==> config.mk <==
export PLATFORM = sky130hd
export DESIGN_NAME = trdb_resync_scheduler
export DESIGN_NICKNAME = d
export VERILOG_FILES = /design/src/rtl/trdb_resync_scheduler.sv
export SDC_FILE = /design/constraint.sdc
export NUM_CORES = 1
export LEC_CHECK = 0
export CAP_MARGIN = 20
export CORE_MARGIN = 5
export CORE_UTILIZATION = 38
export DETAILED_ROUTE_END_ITERATION = 8
export MAX_ROUTING_LAYER = met4
export PLACE_DENSITY = 0.64
export SLEW_MARGIN = 10
export SYNTH_ARGS = -nofsm -noshare
export SYNTH_HDL_FRONTEND = slang
export SYNTH_SLANG_ARGS = --single-unit
==> constraint.sdc <==
create_clock -name clk_i -period 3.62 [get_ports clk_i]
set_input_delay 0.724 -clock clk_i [delete_from_list [all_inputs] [get_ports clk_i]]
set_output_delay 0.724 -clock clk_i [all_outputs]
set_load 0.01 [all_outputs]
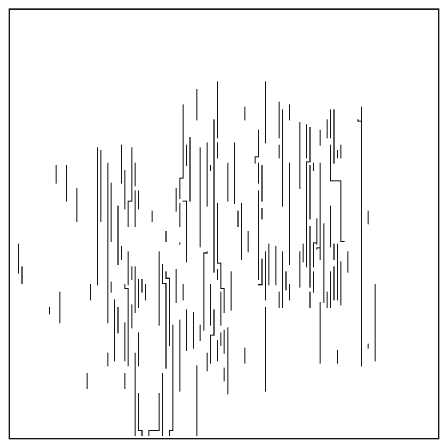
Figure 1: run 1, the metal 2 layer.
- wire length on this layer: 835 µm
- longest straight run: 34.7 µm
wirelength, routed: 1740 µm
via count: 701
grt met2 use: 17.9%

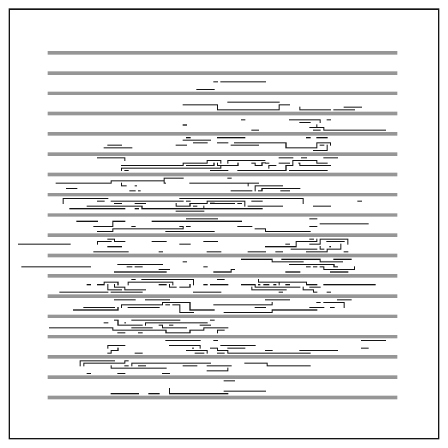
Figure 2: run 1, signal wires on met1.
Supply wires on this layer in grey.
- nets with wire on the layer: 103
- share of all routed wire: 49%
- longest straight run: 16.6 µm
GR Layer Usage met1: 16.8%

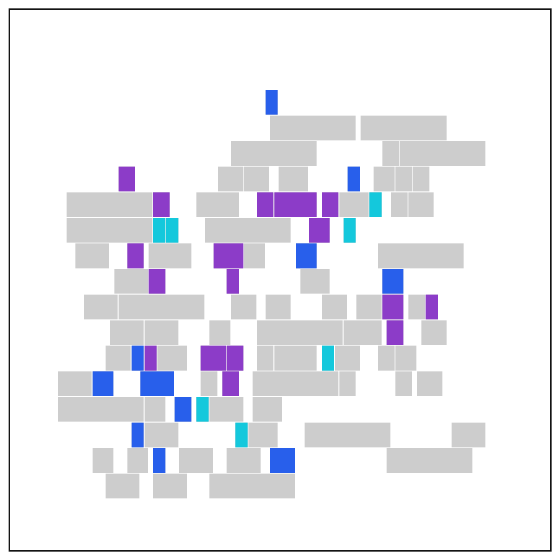
Figure 3: run 1, gate families picked out.
- purple: nand cells (cells 17)
- cyan: inv cells (cells 7)
- blue: nor cells (cells 11)
Comb area share: 42.9%
Commonest Layout Cell: dfrtp_1
Finished Layout Cells: 129

==> changes_impl.md, run 1 <==
### Changed

* Outcome: finished clean
* Largest net degree at the start of global routing at 16
* Period minus WS final at ~2.9 ns
* Highest Signal Layer: met4
* Clock Tree Buf Depth at 2
* Max stage delay on crit path at 0.53 ns
* OpenROAD warnings at 27
* Nature of the critical path endpoint: output pin
* Sink Count at 15
* Hold WS at ~0.56 ns
* Clock root cell: clkbuf_4
* Mux area share at about 2.3%
* Dpl ws at around 1.1 ns
* Setup slack after layout at between 0.7 and 0.8 ns
* Mean post-synth cell area at around 9.4 µm²
* CTS Hold Bufs at 0
* Tot Pwr at between 300 and 400 µW
* Final Wtd Congestion at 0.780
* Setup bufs post-CTS at 0
* CP max stage cell: clkdlybuf4s50_1
## run 1: cell type report
type	instances	area, µm²
well taps	28	35.0
inverters	7	26.3
repair buffers	11	108
clock buffers	3	22.5
flip-flops and latches	15	375
clock inverters	1	5.00
fillers	227	1170
multi-input cells	64	430
## run 1: routing by layer
layer,global-route usage (%),vias up
met3,2.94,2
met2,17.9,5
met1,16.8,339
met5,-,-
met4,4.97,0
li1,-,355
## run 1: cell usage after synthesis, drive strengths merged
cell,count,area (µm²)
a21oi,5,25.0
a21bo,1,10.0
a211oi,1,12.5
or2b,1,7.51
o31ai,3,22.5
nor3b,1,7.51
or4,3,26.3
mux2i,2,20.0
clkbuf,2,7.51
nor4bb,1,10.0
nand3b,1,7.51
xor2,1,8.76
nand2,3,11.3
inv,7,26.3
dfrtp,15,375
and2,2,12.5
nand4,3,25.0
nor4,2,12.5
or2,1,6.26
nor3,1,5.00
nor2,5,18.8
xnor2,1,8.76
a311oi,2,17.5
o21ai,4,20.0
a32oi,1,8.76
buf,3,15.0
or3,3,20.0
nor2b,1,6.26
and4,1,8.76
nand4b,1,8.76
ha,2,25.0
and3,1,6.26
nand3,9,45.0
o22ai,1,6.26
## run 1: worst register-to-register path, stage by stage (launching register included)
cell and delay [ns]:
dfrtp_1 0.44, ha_1 0.23, nand4_1 0.21, or4_1 0.45, a21oi_1 0.16
## run 1: logic make-up after synthesis
kind of cell    Yosys count
simple gates             40
compound gates           18
flops                    15
buf+inv                  12
xor+xnor                  2
mux                       2
fa+ha+maj                 2
## run 1: power by group
part           switching [µW]  leakage [µW]  total, µW  internal (µW)
registers                6.85      0.000207        178            171
clock network            56.6     0.0000177       97.5           40.9
logic                    21.2      0.000162       41.1           19.9
## run 1: metrics by stage
stage | cells | utilization, % | instance area, µm²
finish | 129 | 46.2 | 1000
global route | 129 | 46.2 | 1000
CTS | 129 | 46.2 | 1000
detailed placement | 125 | 44.9 | 975
global placement | 125 | 44.9 | 975
floorplan | 91 | - | 855
## run 1: cell usage in the layout, fill, tap and decap left out, types with 2 or more instances in the layout
master / count
nand4_1: 2
or3_1: 2
clkdlybuf4s50_1: 10
nand3_1: 9
o31ai_1: 3
nand2_1: 3
mux2i_1: 2
dfrtp_1: 15
a311oi_1: 2
nor4_1: 2
or4_1: 2
nor2_1: 5
and2_1: 2
o21ai_0: 4
a21oi_1: 5
ha_1: 2
inv_1: 7
clkbuf_4: 3
Figure 4. The metal 3 layer (run 1).
The bar under the picture is 20 µm long. Cells faint in the background.
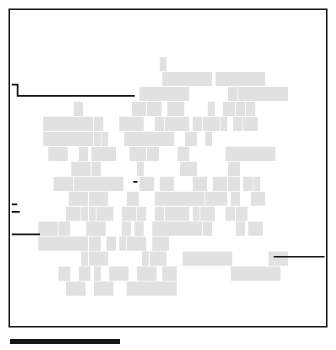

==> run 2, diff against run 1 <==
clock period = 2.95 ns   (was 3.62 ns; I/O delays follow)
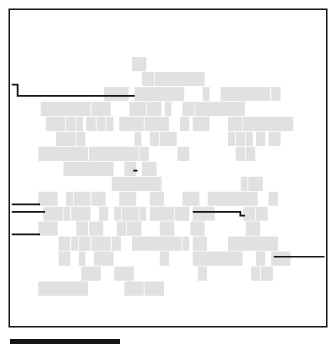
Figure 5: run 2, the metal 3 layer.
The bar under the picture is 20 µm long. Cells faint in the background.
- wire length on this layer: 58.6 µm
- share of all routed wire: 3.0%
- longest straight run: 21.2 µm
via count: 709
wirelength, routed: 1930 µm
met3 global-route usage: 4.07%

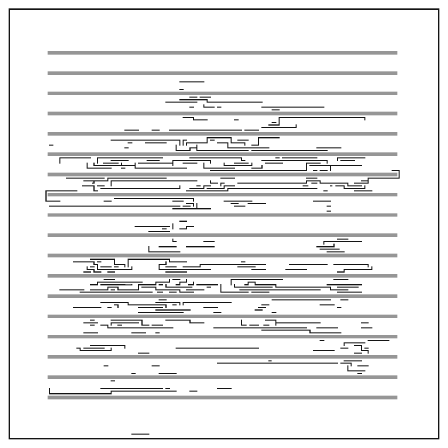
Figure 6: run 2, signal wires on met1.
Supply wires on this layer in grey.
- nets with wire on the layer: 100
- wire length on this layer: 889 µm
- longest straight run: 17.5 µm
- share of all routed wire: 46%
- main direction: horizontal
GR Layer Usage met1: 16.2%

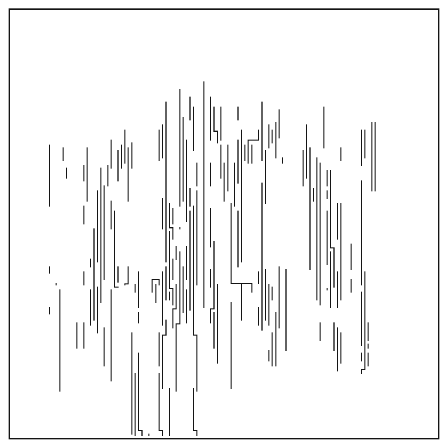
Figure 7: run 2, the metal 2 layer.
- share of all routed wire: 50%
- wire length on this layer: 968 µm
- longest straight run: 30.3 µm
- main direction: vertical
- nets with wire on the layer: 96
grt met2 use: 21.0%

==> run 2 against run 1 <==
Routed wire length grew 11%; area after synthesis is the same; clock skew shrank 0.0058 ns; register-to-register slack lost 0.71 ns; cell area grew 0.75%; non-clock buffer count grew 1; utilization grew 0.35 points; global-route usage grew 1.1 points; sequential share of layout area shrank 0.28 points; combinational power grew 27%; critical endpoint unchanged; largest power group unchanged.
==> changes_impl.md, run 2 <==
### Changed

* Outcome: finished clean (unchanged)
* Pint at 285 µW (was 232 µW)
* Sw power at 108 µW (was 84.7 µW)
* Final Wtd Congestion at 0.743 (was 0.780)
* First drt pass iteration count at 4 (unchanged)
* Synth Flop Type: dfrtp_1 (unchanged)
* Post-synth top cells: dfrtp_1, nand3_1, inv_1, a21oi_1, nor2_1 (unchanged)
* Mean post-synth cell area at 9.39 µm² (unchanged)
* Largest net degree at the start of global routing at 16 (unchanged)
* Hold Path Class: reg -> reg (unchanged)
* Setup bufs post-CTS at 0 (unchanged)
* Ys async rst share at 100% (unchanged)
* Worst path required time at 2.36 ns (was 2.90 ns)
* Commonest non-fill, non-tap cells in the layout: dfrtp_1, clkdlybuf4s50_1, nand3_1, inv_1 (unchanged)
* Nature of the critical path endpoint: output pin (unchanged)
* Final ANT Viol Nets at 0 (unchanged)
* EDFF count, synth at 0 (unchanged)
* Clock share of power at 31.1% (was 30.8%)
* Tot Pwr at 393 µW (was 316 µW)
* Commonest Layout Cell: dfrtp_1 (unchanged)
* Finished Layout Cells at 130 (was 129)
* Period minus WS final at ~2.6 ns
* # fillers at 222 (was 227)
* Comb power frac at 13.2% (was 13.0%)
* Core Area at 2170 µm² (unchanged)
* Sink Count at 15 (unchanged)
* Clock root cell: clkbuf_4 (unchanged)
* Area share, top type at 43.9% (unchanged)
* Part of the power in registers at 55.6% (was 56.2%)
* Sw Share at 27.5% (was 26.8%)
* Cell area leaders: dfrtp_1, nand3_1, inv_1, a21oi_1, ha_1 (unchanged)
* Clock Tree Buf Depth at 2 (unchanged)
* Most common cell in the netlist: dfrtp_1 (unchanged)
* OpenROAD warnings at 27 (unchanged)
-- run 2: logic make-up (layout without fill, tap and decap cells) --
logic type,Yosys count,after routing,synth area share [%]
fa+ha+maj,2,2,2.93
buf+inv,12,23,5.71
mux,2,2,2.34
simple gates,40,40,28.7
compound gates,18,18,14.3
flops,15,15,43.9
xor+xnor,2,2,2.05
-- run 2: layout make-up --
type / count / area (µm²) / share of cell area (%)
flip-flops and latches: 15 / 375 / 37.2
inverters: 7 / 26.3 / 2.60
clock buffers: 3 / 22.5 / 2.23
multi-input cells: 64 / 430 / 42.6
well taps: 28 / 35.0 / 3.47
repair buffers: 12 / 115 / 11.4
clock inverters: 1 / 5.00 / 0.496
-- run 2: power groups by stage --
stage	sequential [µW]	combinational (µW)	clock [µW]
global route	220	57.9	143
finish	218	52.0	122
detailed placement	222	52.6	0
CTS	218	52.7	129
floorplan	217	32.7	0
global placement	222	51.0	0
-- run 2: stage by stage --
stage	cell area [µm²]	util [%]	worst slack (ns)
2_1_floorplan	855	-	1.17
3_3_place_gp	982	45.3	0.746
3_5_place_dp	982	45.3	0.715
4_1_cts	1010	46.5	0.372
5_1_grt	1010	46.5	0.210
6_report	1010	46.5	0.395
-- run 2: per-layer routing --
metal	routed length (µm)	global-route usage, %	up-vias	part of all wire, %
met2	967	21.0	7	50
met1	889	16.2	347	46
met4	13	6.29	0	0.67
met5	0	-	-	0
met3	58	4.07	2	3.0
li1	-	-	353	-
-- run 2: worst max-delay path, cell delays in order, from the launching register on --
cell and delay (ns):
dfrtp_1 0.45, nor4_1 0.29, and4_1 0.27, and2_1 0.13, clkdlybuf4s50_1 0.53
Power is estimated from default activity; no workload was simulated.
